$ cat src/rtl/multicycle_cu.sv
// Multicycle control unit for a small ARM-like datapath: fetch/decode/exec/mem/wb
// sequencing, memory-wait timeout, retired-instruction count and sticky error code.
//
// state  | meaning
// FETCH  | write IR, PC <= PC+4
// DECODE | classify and latch opcode
// EXEC   | ALU operation; branches resolve PC here
// MEM    | data memory access, wait for mem_ready with timeout
// WB     | register file write-back
// HALT   | illegal opcode or memory timeout; held until reset
module multicycle_cu #(
  parameter int OPC_W   = 11,
  parameter int ALUOP_W = 3,
  parameter int CNT_W   = 16,
  parameter int MEM_TMO = 15
) (
  input  logic               clk,
  input  logic               rst_n,
  input  logic [OPC_W-1:0]   opcode,
  input  logic               zero,
  input  logic               mem_ready,
  output logic               ir_wr,
  output logic               pc_wr,
  output logic               pc_src,
  output logic               reg2loc,
  output logic               alu_src,
  output logic               mem_rd,
  output logic               mem_wr,
  output logic               mem_to_reg,
  output logic               reg_wr,
  output logic [1:0]         seu,
  output logic [ALUOP_W-1:0] alu_op,
  output logic [2:0]         state,
  output logic [CNT_W-1:0]   retired,
  output logic [1:0]         err
);

  typedef enum logic [2:0] {
    S_FETCH  = 3'd0,
    S_DECODE = 3'd1,
    S_EXEC   = 3'd2,
    S_MEM    = 3'd3,
    S_WB     = 3'd4,
    S_HALT   = 3'd5
  } state_e;

  typedef enum logic [3:0] {
    C_ILL, C_ADD, C_SUB, C_AND, C_ORR, C_LDUR, C_STUR, C_LSL, C_LSR,
    C_B, C_CBZ, C_CBNZ, C_ADDI, C_SUBI, C_ANDI, C_ORRI
  } cls_e;

  localparam logic [7:0] TMO_LAST = 8'(MEM_TMO - 1);

  state_e            state_q, state_d;
  logic [10:0]       opc_q, opc_d;
  logic [7:0]        wait_q, wait_d;
  logic [1:0]        err_q, err_d;
  logic [CNT_W-1:0]  ret_q, ret_d;

  logic [10:0]       opc_top;
  cls_e              cls_in, cls_lat;
  logic [2:0]        f_alu_op;
  logic [1:0]        f_seu;
  logic              f_alu_src, f_reg2loc;
  logic              is_b, is_cbz, is_cbnz, is_br, is_ld, is_st;
  logic              retire;

  // Match classes are disjoint, so evaluation order carries no priority.
  function automatic cls_e classify(input logic [10:0] op);
    cls_e c;
    c = C_ILL;
    if      (op == 11'b10001011000) c = C_ADD;
    else if (op == 11'b11001011000) c = C_SUB;
    else if (op == 11'b10001010000) c = C_AND;
    else if (op == 11'b10101010000) c = C_ORR;
    else if (op == 11'b11111000010) c = C_LDUR;
    else if (op == 11'b11111000000) c = C_STUR;
    else if (op == 11'b11010011011) c = C_LSL;
    else if (op == 11'b11010011010) c = C_LSR;
    else if (op[10:5] == 6'b000101)     c = C_B;
    else if (op[10:3] == 8'b10110100)   c = C_CBZ;
    else if (op[10:3] == 8'b10110101)   c = C_CBNZ;
    else if (op[10:1] == 10'b1001000100) c = C_ADDI;
    else if (op[10:1] == 10'b1101000100) c = C_SUBI;
    else if (op[10:1] == 10'b1001001000) c = C_ANDI;
    else if (op[10:1] == 10'b1011001000) c = C_ORRI;
    return c;
  endfunction

  assign opc_top = opcode[OPC_W-1 -: 11];
  assign cls_in  = classify(opc_top);
  assign cls_lat = classify(opc_q);

  always_comb begin
    f_alu_op  = 3'd0;
    f_seu     = 2'd0;
    f_alu_src = 1'b0;
    f_reg2loc = 1'b0;
    unique case (cls_lat)
      C_ADD:  f_alu_op = 3'd0;
      C_SUB:  f_alu_op = 3'd1;
      C_AND:  f_alu_op = 3'd2;
      C_ORR:  f_alu_op = 3'd3;
      C_LDUR: begin f_alu_op = 3'd0; f_seu = 2'd1; f_alu_src = 1'b1; end
      C_STUR: begin f_alu_op = 3'd0; f_seu = 2'd1; f_alu_src = 1'b1; f_reg2loc = 1'b1; end
      C_LSL:  begin f_alu_op = 3'd5; f_alu_src = 1'b1; end
      C_LSR:  begin f_alu_op = 3'd6; f_alu_src = 1'b1; end
      C_B:    begin f_alu_op = 3'd0; f_seu = 2'd2; end
      C_CBZ,
      C_CBNZ: begin f_alu_op = 3'd4; f_seu = 2'd3; f_reg2loc = 1'b1; end
      C_ADDI: begin f_alu_op = 3'd0; f_alu_src = 1'b1; end
      C_SUBI: begin f_alu_op = 3'd1; f_alu_src = 1'b1; end
      C_ANDI: begin f_alu_op = 3'd2; f_alu_src = 1'b1; end
      C_ORRI: begin f_alu_op = 3'd3; f_alu_src = 1'b1; end
      default: ;
    endcase
  end

  assign is_b    = (cls_lat == C_B);
  assign is_cbz  = (cls_lat == C_CBZ);
  assign is_cbnz = (cls_lat == C_CBNZ);
  assign is_br   = is_b | is_cbz | is_cbnz;
  assign is_ld   = (cls_lat == C_LDUR);
  assign is_st   = (cls_lat == C_STUR);

  always_comb begin
    state_d = state_q;
    opc_d   = opc_q;
    wait_d  = wait_q;
    err_d   = err_q;
    unique case (state_q)
      S_FETCH:  state_d = S_DECODE;
      S_DECODE: begin
        opc_d = opc_top;
        if (cls_in == C_ILL) begin
          state_d = S_HALT;
          err_d   = 2'd1;
        end else begin
          state_d = S_EXEC;
        end
      end
      S_EXEC: begin
        if (is_br) begin
          state_d = S_FETCH;
        end else if (is_ld || is_st) begin
          state_d = S_MEM;
          wait_d  = 8'd0;
        end else begin
          state_d = S_WB;
        end
      end
      S_MEM: begin
        // A ready strobe on the last allowed cycle still completes normally.
        if (mem_ready) begin
          state_d = is_ld ? S_WB : S_FETCH;
        end else begin
          wait_d = wait_q + 8'd1;
          if (wait_q == TMO_LAST) begin
            state_d = S_HALT;
            err_d   = 2'd2;
          end
        end
      end
      S_WB:   state_d = S_FETCH;
      S_HALT: state_d = S_HALT;
      default: begin
        state_d = S_HALT;
        err_d   = 2'd1;
      end
    endcase
  end

  assign retire = (state_d == S_FETCH) &&
                  ((state_q == S_EXEC) || (state_q == S_MEM) || (state_q == S_WB));
  assign ret_d  = ret_q + CNT_W'(retire);

  always_ff @(posedge clk) begin
    if (!rst_n) begin
      state_q <= S_FETCH;
      opc_q   <= 11'd0;
      wait_q  <= 8'd0;
      err_q   <= 2'd0;
      ret_q   <= '0;
    end else begin
      state_q <= state_d;
      opc_q   <= opc_d;
      wait_q  <= wait_d;
      err_q   <= err_d;
      ret_q   <= ret_d;
    end
  end

  always_comb begin
    ir_wr      = 1'b0;
    pc_wr      = 1'b0;
    pc_src     = 1'b0;
    reg2loc    = 1'b0;
    alu_src    = 1'b0;
    mem_rd     = 1'b0;
    mem_wr     = 1'b0;
    mem_to_reg = 1'b0;
    reg_wr     = 1'b0;
    seu        = 2'd0;
    alu_op     = '0;
    unique case (state_q)
      S_FETCH: begin
        ir_wr = 1'b1;
        pc_wr = 1'b1;
      end
      S_EXEC, S_MEM, S_WB: begin
        seu     = f_seu;
        alu_op  = ALUOP_W'(f_alu_op);
        alu_src = f_alu_src;
        reg2loc = f_reg2loc;
        if (state_q == S_EXEC && is_br) begin
          pc_wr  = 1'b1;
          pc_src = is_b | (is_cbz & zero) | (is_cbnz & ~zero);
        end
        if (state_q == S_MEM) begin
          mem_rd = is_ld;
          mem_wr = is_st;
        end
        if (state_q == S_WB) begin
          reg_wr     = 1'b1;
          mem_to_reg = is_ld;
        end
      end
      default: ;
    endcase
  end

  assign state   = state_q;
  assign retired = ret_q;
  assign err     = err_q;

endmodule

$ cat config.mk
export PLATFORM = sky130hd
export DESIGN_NAME = multicycle_cu
export DESIGN_NICKNAME = d
export VERILOG_FILES = /design/src/rtl/multicycle_cu.sv
export SDC_FILE = /design/constraint.sdc
export NUM_CORES = 1
export LEC_CHECK = 0
export ABC_AREA = 1
export CELL_PAD_IN_SITES_DETAIL_PLACEMENT = 1
export CELL_PAD_IN_SITES_GLOBAL_PLACEMENT = 1
export CORE_MARGIN = 4
export CORE_UTILIZATION = 32
export DETAILED_ROUTE_END_ITERATION = 16
export GPL_TIMING_DRIVEN = 1
export PLACE_DENSITY_LB_ADDON = 0.1
export SETUP_SLACK_MARGIN = 0.02
export SLEW_MARGIN = 20
export SYNTH_ARGS = -nofsm -noshare
export SYNTH_HDL_FRONTEND = slang
export SYNTH_SLANG_ARGS = --single-unit
$ cat constraint.sdc
create_clock -name clk -period 2.5 [get_ports clk]
set_input_delay 0.375 -clock clk [delete_from_list [all_inputs] [get_ports clk]]
set_output_delay 0.375 -clock clk [all_outputs]
set_load 0.01 [all_outputs]
==> results.yml, run 1 <==
# generated from flow reports
sta:
  tns_ns: -0.1741
  worst_slack_ns: -0.07122
  rsz0062_at_grt: "yes"
  worst_pin_slew_ns: 0.3845
  setup_viol: 5
  hold_viol_final: 0
  finalWorstPathRequiredPeriod_ns: 2.571
global_route:
  grt_overflow: 0
  grt_pass1_vias: 3173
  antenna_found_initial: 0
detailed_routing:
  firstDrtPassIters: 4
  num_vias: 3074
  avgRoutedWirePerCell_um: 14.19
  dr.first_iter.drc_count: 64
run_status:
  violations: "setup timing"
  status: "finished with violations"
synthesis:
  fp_nets: 412
  synthAoiAreaFrac_pct: 14.29
  synth-edff-count: 0
  synth_area_per_cell_um2: 6.437
  ys_types: 38
  async_flop_share_pct: 0
  synth-area-yosys_um2: 2530
  synth_top_area_share_pct: 31.65
  simple_gate_share_pct: 40.60
cts:
  cts_resized: 68
  root_buffer: "clkbuf_8"
  cts_tree: "built"
power_and_ir_drop:
  power.share.combinational_pct: 31.4
  ir_drop_mv: 0.2107
cells_and_area:
  comb_area_share_pct: 41.55
  clock_area_share_pct: 2.128
  comb_cells: 284
  num-nonclk-buffers: 135
critical_path:
  required_ns: 2.71
  worstPathCellList: "clkdlybuf4s15_2 > inv_1 > buf_4 > a22oi_2 > o21bai_2 > nand4_1 > nand2_1 > inv_1 > nand4_1 > nor2_2 > ha_2 > nand2_2 > inv_2 > nand2_4 > buf_4 > nor3_4 > nand2_2 > inv_2 > nor2_1 > nor3_1"
  critPathBufInv: 7
  crit_path_end_kind: "flip-flop"
floorplan:
  die_area_um2: 9393
  pin_count: 50
  core_util_floorplan_pct: 32.91
placed_design:
  dp_hpwl_mm: 6.738
min_path:
  holdPathStages: 2
## run 1: synthesized netlist by cell type, types with 4 or more instances
cell     instances
nand4_1         17
nand2_1         77
nor3_1          14
nor2_2           5
nand3_1         17
inv_2            4
dfxtp_1         40
nor2_1          62
o21ai_0         27
nand2_4          4
ha_1             4
a21oi_1         29
inv_1           58
## run 1: registers in the layout, summed over array words and instances, names as in the netlist
signal   flops
state        3
err          2
wait_q       8
retired     16
opc_q       11
## run 1: power groups by stage
| stage | Sequential [mW] | Combinational, mW | Clock (mW) |
|---|---|---|---|
| finish | 0.733 | 0.536 | 0.437 |
| floorplan | 0.735 | 0.206 | 0 |
| detailed placement | 0.734 | 0.451 | 0 |
| CTS | 0.724 | 0.477 | 0.456 |
| global placement | 0.732 | 0.442 | 0 |
| global route | 0.739 | 0.590 | 0.485 |
==> run_1/ff_map.png <==
Other sequential cells in the stronger grey, the rest of the logic in the fainter grey.
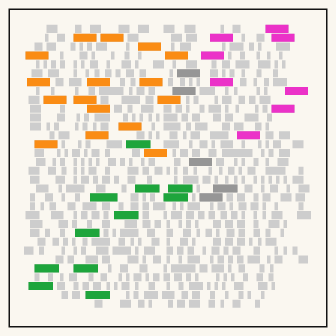
opc_q: shown in green, placed flops 11. retired: shown in orange, placed flops 16. wait_q: shown in magenta, placed flops 8, where top right.

==> run_1/placed.png <==
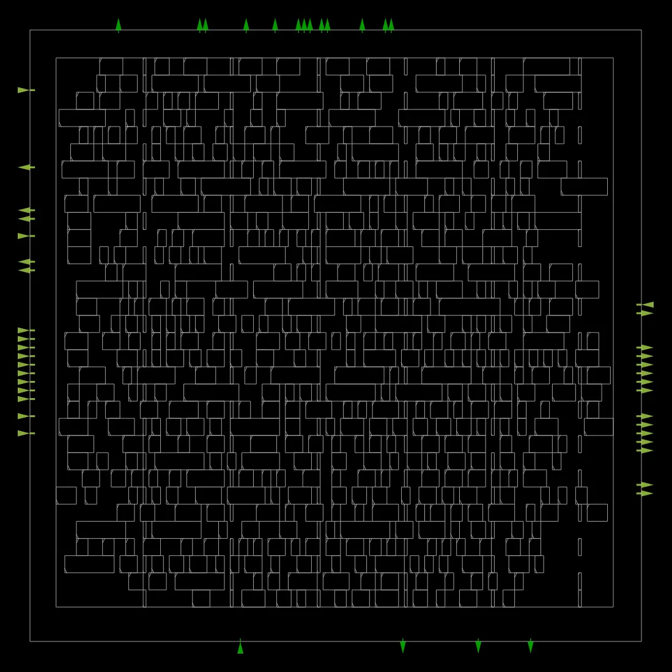
filler instances: 1,052
Flop Count: 40
final core utilization: 53.55%
Finished Layout Cells: 634

==> run_1/util_map.png <==
10 x 10 tiles, from white (low) to dark blue (high), 0 to 100% covered.
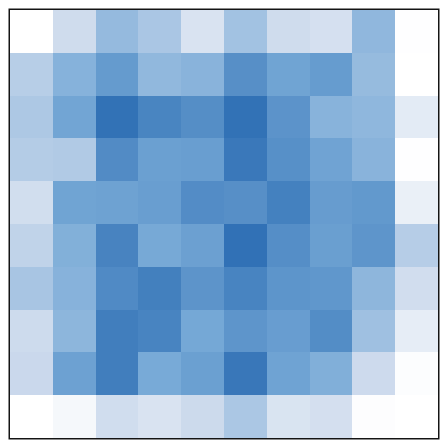
The emptiest ninth of the die: bottom right. 8.0% of the tiles are nearly empty. The fullest tile reaches 74%. The mean over all tiles is 43%. The densest ninth of the die: middle.

==> run_1/m1.png <==
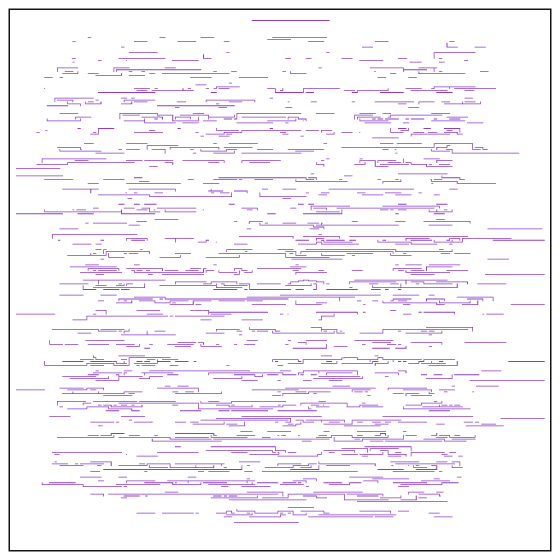

--- run 2 (diff from run 1) ---
--- a/config.mk
+++ b/config.mk
@@ -6,13 +6,14 @@
 export NUM_CORES = 1
 export LEC_CHECK = 0
 export ABC_AREA = 1
+export CAP_MARGIN = 30
 export CELL_PAD_IN_SITES_DETAIL_PLACEMENT = 1
 export CELL_PAD_IN_SITES_GLOBAL_PLACEMENT = 1
 export CORE_MARGIN = 4
 export CORE_UTILIZATION = 32
 export DETAILED_ROUTE_END_ITERATION = 16
-export GPL_TIMING_DRIVEN = 1
-export PLACE_DENSITY_LB_ADDON = 0.1
+export GPL_TIMING_DRIVEN = 0
+export PLACE_DENSITY = 0.76
 export SETUP_SLACK_MARGIN = 0.02
 export SLEW_MARGIN = 20
 export SYNTH_ARGS = -nofsm -noshare
==> run_2/m1.png <==
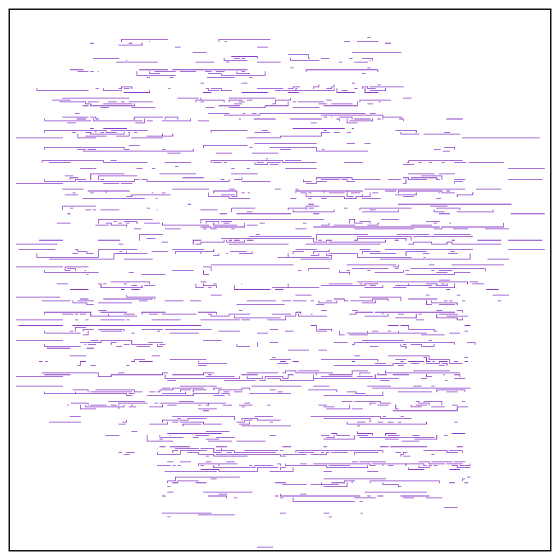
The longest straight run is 23.0 um. 466 nets have wire on it. The layer carries 3,720 um of wire.

==> run_2/m2.png <==
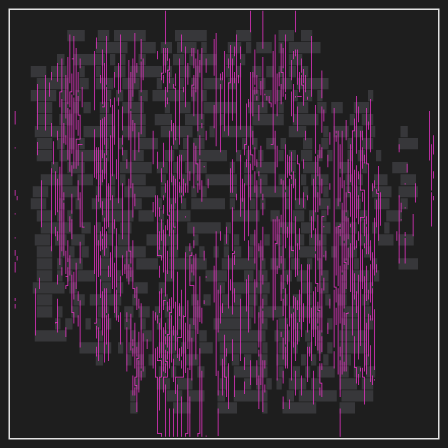
The layer holds 52% of the routed length. The wires run mostly vertical. The layer carries 4,580 um of wire. The longest straight run is 46.2 um.

==> run 2 against run 1 <==
Against the previous run:
- the flow still finishes with violations (setup timing)
- power grew 1.3%
- worst setup slack lost 0.065 ns
- clock power grew 24%
- first-iteration DRC count grew 64%
- critical path depth shrank 2
- critical endpoint is now retired[15]$_SDFF_PN0_
==> results.yml, run 2 <==
# generated from flow reports
synthesis:
  synth-area-yosys_um2: 2530
  async_flop_share_pct: 0
  common_cells: "nand2_1 (77), nor2_1 (62), inv_1 (58)"
  synth_area_per_cell_um2: 6.437
  synth_top_area_share_pct: 31.65
  synth-edff-count: 0
  synth.most_common_cell: "nand2_1"
  fp_nets: 412
  ys_types: 38
sta:
  tns_ns: -0.6915
  setup_viol: 10
  worst_slack_ns: -0.1363
  hold_viol_final: 0
  finalWorstPathRequiredPeriod_ns: 2.636
  rsz0062_at_grt: "yes"
cts:
  cts_resized: 84
  root_buffer: "clkbuf_8"
power_and_ir_drop:
  p_comb_uw: 446
  ir_drop_mv: 0.1935
  maxPowerGroup: "sequential cells"
  p_clk_uw: 544
  pg_seq_uw: 738
  power.share.combinational_pct: 25.8
global_route:
  grt_overflow: 0
  antenna_found_initial: 0
  grt_pass1_vias: 3042
cells_and_area:
  largest_reg_flops: 16
  layoutNonFillerInstCount: 585
  nFillCells: 991
  comb_cells: 284
  num-nonclk-buffers: 86
  clock_area_share_pct: 3.023
  comb_area_share_pct: 44.56
  design.seq.count: 40
run_status:
  violations: "setup timing"
  status: "finished with violations"
critical_path:
  critPathBufInv: 2
  worstPathCellList: "nand2_1 > nor2_4 > nand3_4 > nand2_2 > inv_2 > nand4_1 > o2111ai_4 > nor2_2 > ha_2 > nand2_2 > inv_2 > nand2_4 > nor4_4 > nand2_2 > nor2_4 > nand3_2 > a21oi_2 > o21a_1"
  required_ns: 2.75
  crit_path_end_kind: "flip-flop"
detailed_routing:
  avgRoutedWirePerCell_um: 15.09
  num_vias: 2950
  dr.first_iter.drc_count: 105
floorplan:
  pin_count: 50
  die_area_um2: 9393
placed_design:
  dp_hpwl_mm: 6.372
==> run_2/util_map.png <==
10 x 10 tiles, from white (low) to dark blue (high), 0 to 100% covered.
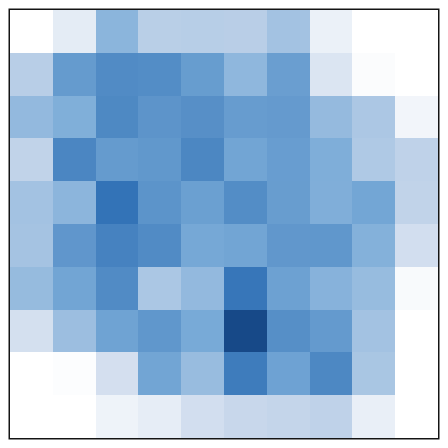
final core utilization: 49.53%
Pre-Place Util: 32.91%
core area: 7687 um2

[run 2: netlist changes by cell type in the layout (fill, tap and decap cells not counted), moves of 4 or more]
cell and delta:
dfxtp_4 +4, buf_4 -56, nand2_2 -5, nand2_1 +4, dlygate4sd2_1 -4
[run 2: path summary, 6_finish.rpt]
kind	slack, ns	from	end
worst max-delay path	-0.14	opc_q[7]$_SDFFE_PN0P_	retired[15]$_SDFF_PN0_
worst max register to register	-0.14	opc_q[7]$_SDFFE_PN0P_	retired[15]$_SDFF_PN0_
worst min register to register	0.48	retired[11]$_SDFF_PN0_	retired[11]$_SDFF_PN0_
worst min-delay path	0.44	opcode[2]	opc_q[2]$_SDFFE_PN0P_
--- run 3 (diff from run 2) ---
--- a/config.mk
+++ b/config.mk
@@ -6,7 +6,7 @@
 export NUM_CORES = 1
 export LEC_CHECK = 0
 export ABC_AREA = 1
-export CAP_MARGIN = 30
+export CAP_MARGIN = 20
 export CELL_PAD_IN_SITES_DETAIL_PLACEMENT = 1
 export CELL_PAD_IN_SITES_GLOBAL_PLACEMENT = 1
 export CORE_MARGIN = 4
@@ -15,7 +15,6 @@
 export GPL_TIMING_DRIVEN = 0
 export PLACE_DENSITY = 0.76
 export SETUP_SLACK_MARGIN = 0.02
-export SLEW_MARGIN = 20
 export SYNTH_ARGS = -nofsm -noshare
 export SYNTH_HDL_FRONTEND = slang
 export SYNTH_SLANG_ARGS = --single-unit
==> run_3/m2.png <==
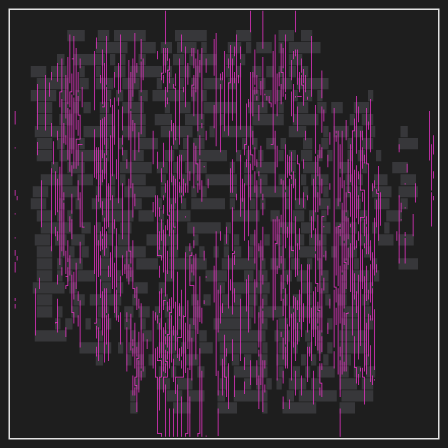
met2 Resource Use GR: 32.91%
Routed WL: 8.828 mm
vias: 2,950

==> run_3/ff_map.png <==
Other sequential cells in the stronger grey, the rest of the logic in the fainter grey.
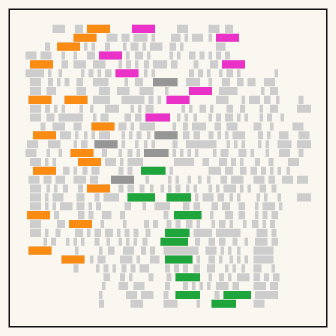
wait_q: shown in magenta, placed flops 8, where top middle. retired: shown in orange, placed flops 16. opc_q: shown in green, placed flops 11.
Another 5 sequential cells are not coloured.

==> run_3/m1.png <==
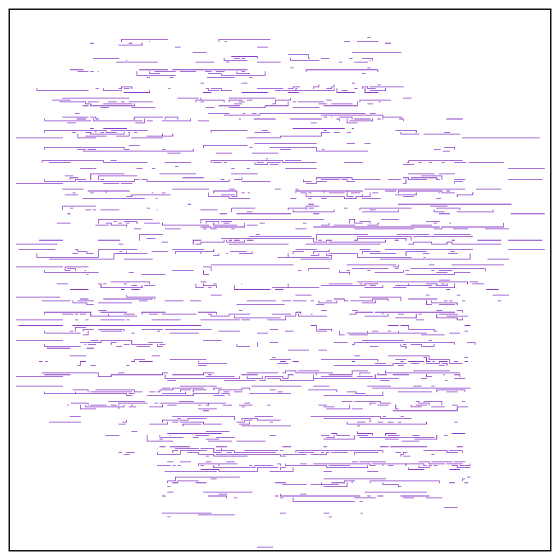
466 nets have wire on it. The longest straight run is 23.0 um. The wires run mostly horizontal.

==> run 3 against run 2 <==
Against the previous run:
- the flow still finishes with violations (setup timing)
- clock power is essentially flat
- routed wire length stayed put
- maximum frequency did not move
- sequential power is essentially flat
- global-route usage unchanged
- critical endpoint unchanged
- largest power group unchanged
==> results.yml, run 3 <==
# generated from flow reports
sta:
  finalWorstPathRequiredPeriod_ns: 2.636
  hold_viol_final: 0
  rsz0062_at_grt: "yes"
  setup_viol: 10
  worst_slack_ns: -0.1363
critical_path:
  worstSetupStartpoint: "opc_q[7]$_SDFFE_PN0P_"
  r2r-start: "opc_q[7]$_SDFFE_PN0P_"
  required_ns: 2.75
  crit_path_end_kind: "flip-flop"
  crit_end: "retired[15]$_SDFF_PN0_"
  timing.rr.end: "retired[15]$_SDFF_PN0_"
  rrSetupSlack_ns: -0.14
run_status:
  status: "finished with violations"
  violations: "setup timing"
placed_design:
  dp_hpwl_mm: 6.372
  place_inst: 544
synthesis:
  fp_nets: 412
  ys_warn_count: 0
  synth-area-yosys_um2: 2530
  synth_area_per_cell_um2: 6.437
  synth.most_common_cell: "nand2_1"
  synth-edff-count: 0
  ys_types: 38
  async_flop_share_pct: 0
  common_cells: "nand2_1 (77), nor2_1 (62), inv_1 (58)"
cells_and_area:
  clock_area_share_pct: 3.023
  comb_area_share_pct: 44.56
  design.seq.count: 40
  num-nonclk-buffers: 86
  lay_top_count: "nand2_1"
  final_util_pct: 49.53
  layoutNonFillerInstCount: 585
  nFillCells: 991
  largest_reg_flops: 16
  comb_cells: 284
detailed_routing:
  avgRoutedWirePerCell_um: 15.09
  met1_length_mm: 3.715
  dr.first_iter.drc_count: 105
power_and_ir_drop:
  p_comb_uw: 446
  power.share.combinational_pct: 25.8
  maxPowerGroup: "sequential cells"
  p_clk_uw: 544
  ir_drop_mv: 0.1935
min_path:
  min-delay-start: "opcode[2]"
  hold_class: "primary input to flip-flop"
  holdPathEnd: "opc_q[2]$_SDFFE_PN0P_"
cts:
  root_buffer: "clkbuf_8"
floorplan:
  core_util_floorplan_pct: 32.91
  pin_count: 50
  die_area_um2: 9393
  core_um2: 7687
global_route:
  grt_pass1_vias: 3042
  grt_overflow: 0
  antenna_found_initial: 0
  grt_pass1_wl_mm: 14.11
## run 3: per-stage QoR
step | TNS, ns | setup slack, ns | total power, mW
final | -0.6915 | -0.1363 | 1.728
after global routing | -4.003 | -0.3822 | 1.835
after CTS | -1.084 | -0.2113 | 1.701
after detailed placement | -10.94 | -1.066 | 1.093
after global placement | -9.942 | -1.010 | 1.082
after floorplan | 0 | 0.02273 | 0.9410
## run 3: worst max-delay path, cell delays in order (launching register included)
cell       delay [ns]
dfxtp_4          0.39
nand2_1          0.12
nor2_4           0.19
nand3_4          0.11
nand2_2          0.10
inv_2            0.05
nand4_1          0.14
o2111ai_4        0.13
nor2_2           0.16
ha_2             0.19
nand2_2          0.06
inv_2            0.08
nand2_4          0.06
nor4_4           0.18
nand2_2          0.12
nor2_4           0.14
nand3_2          0.11
a21oi_2          0.12
o21a_1           0.13
No activity file was given, so power comes from the tool's default toggle rates.
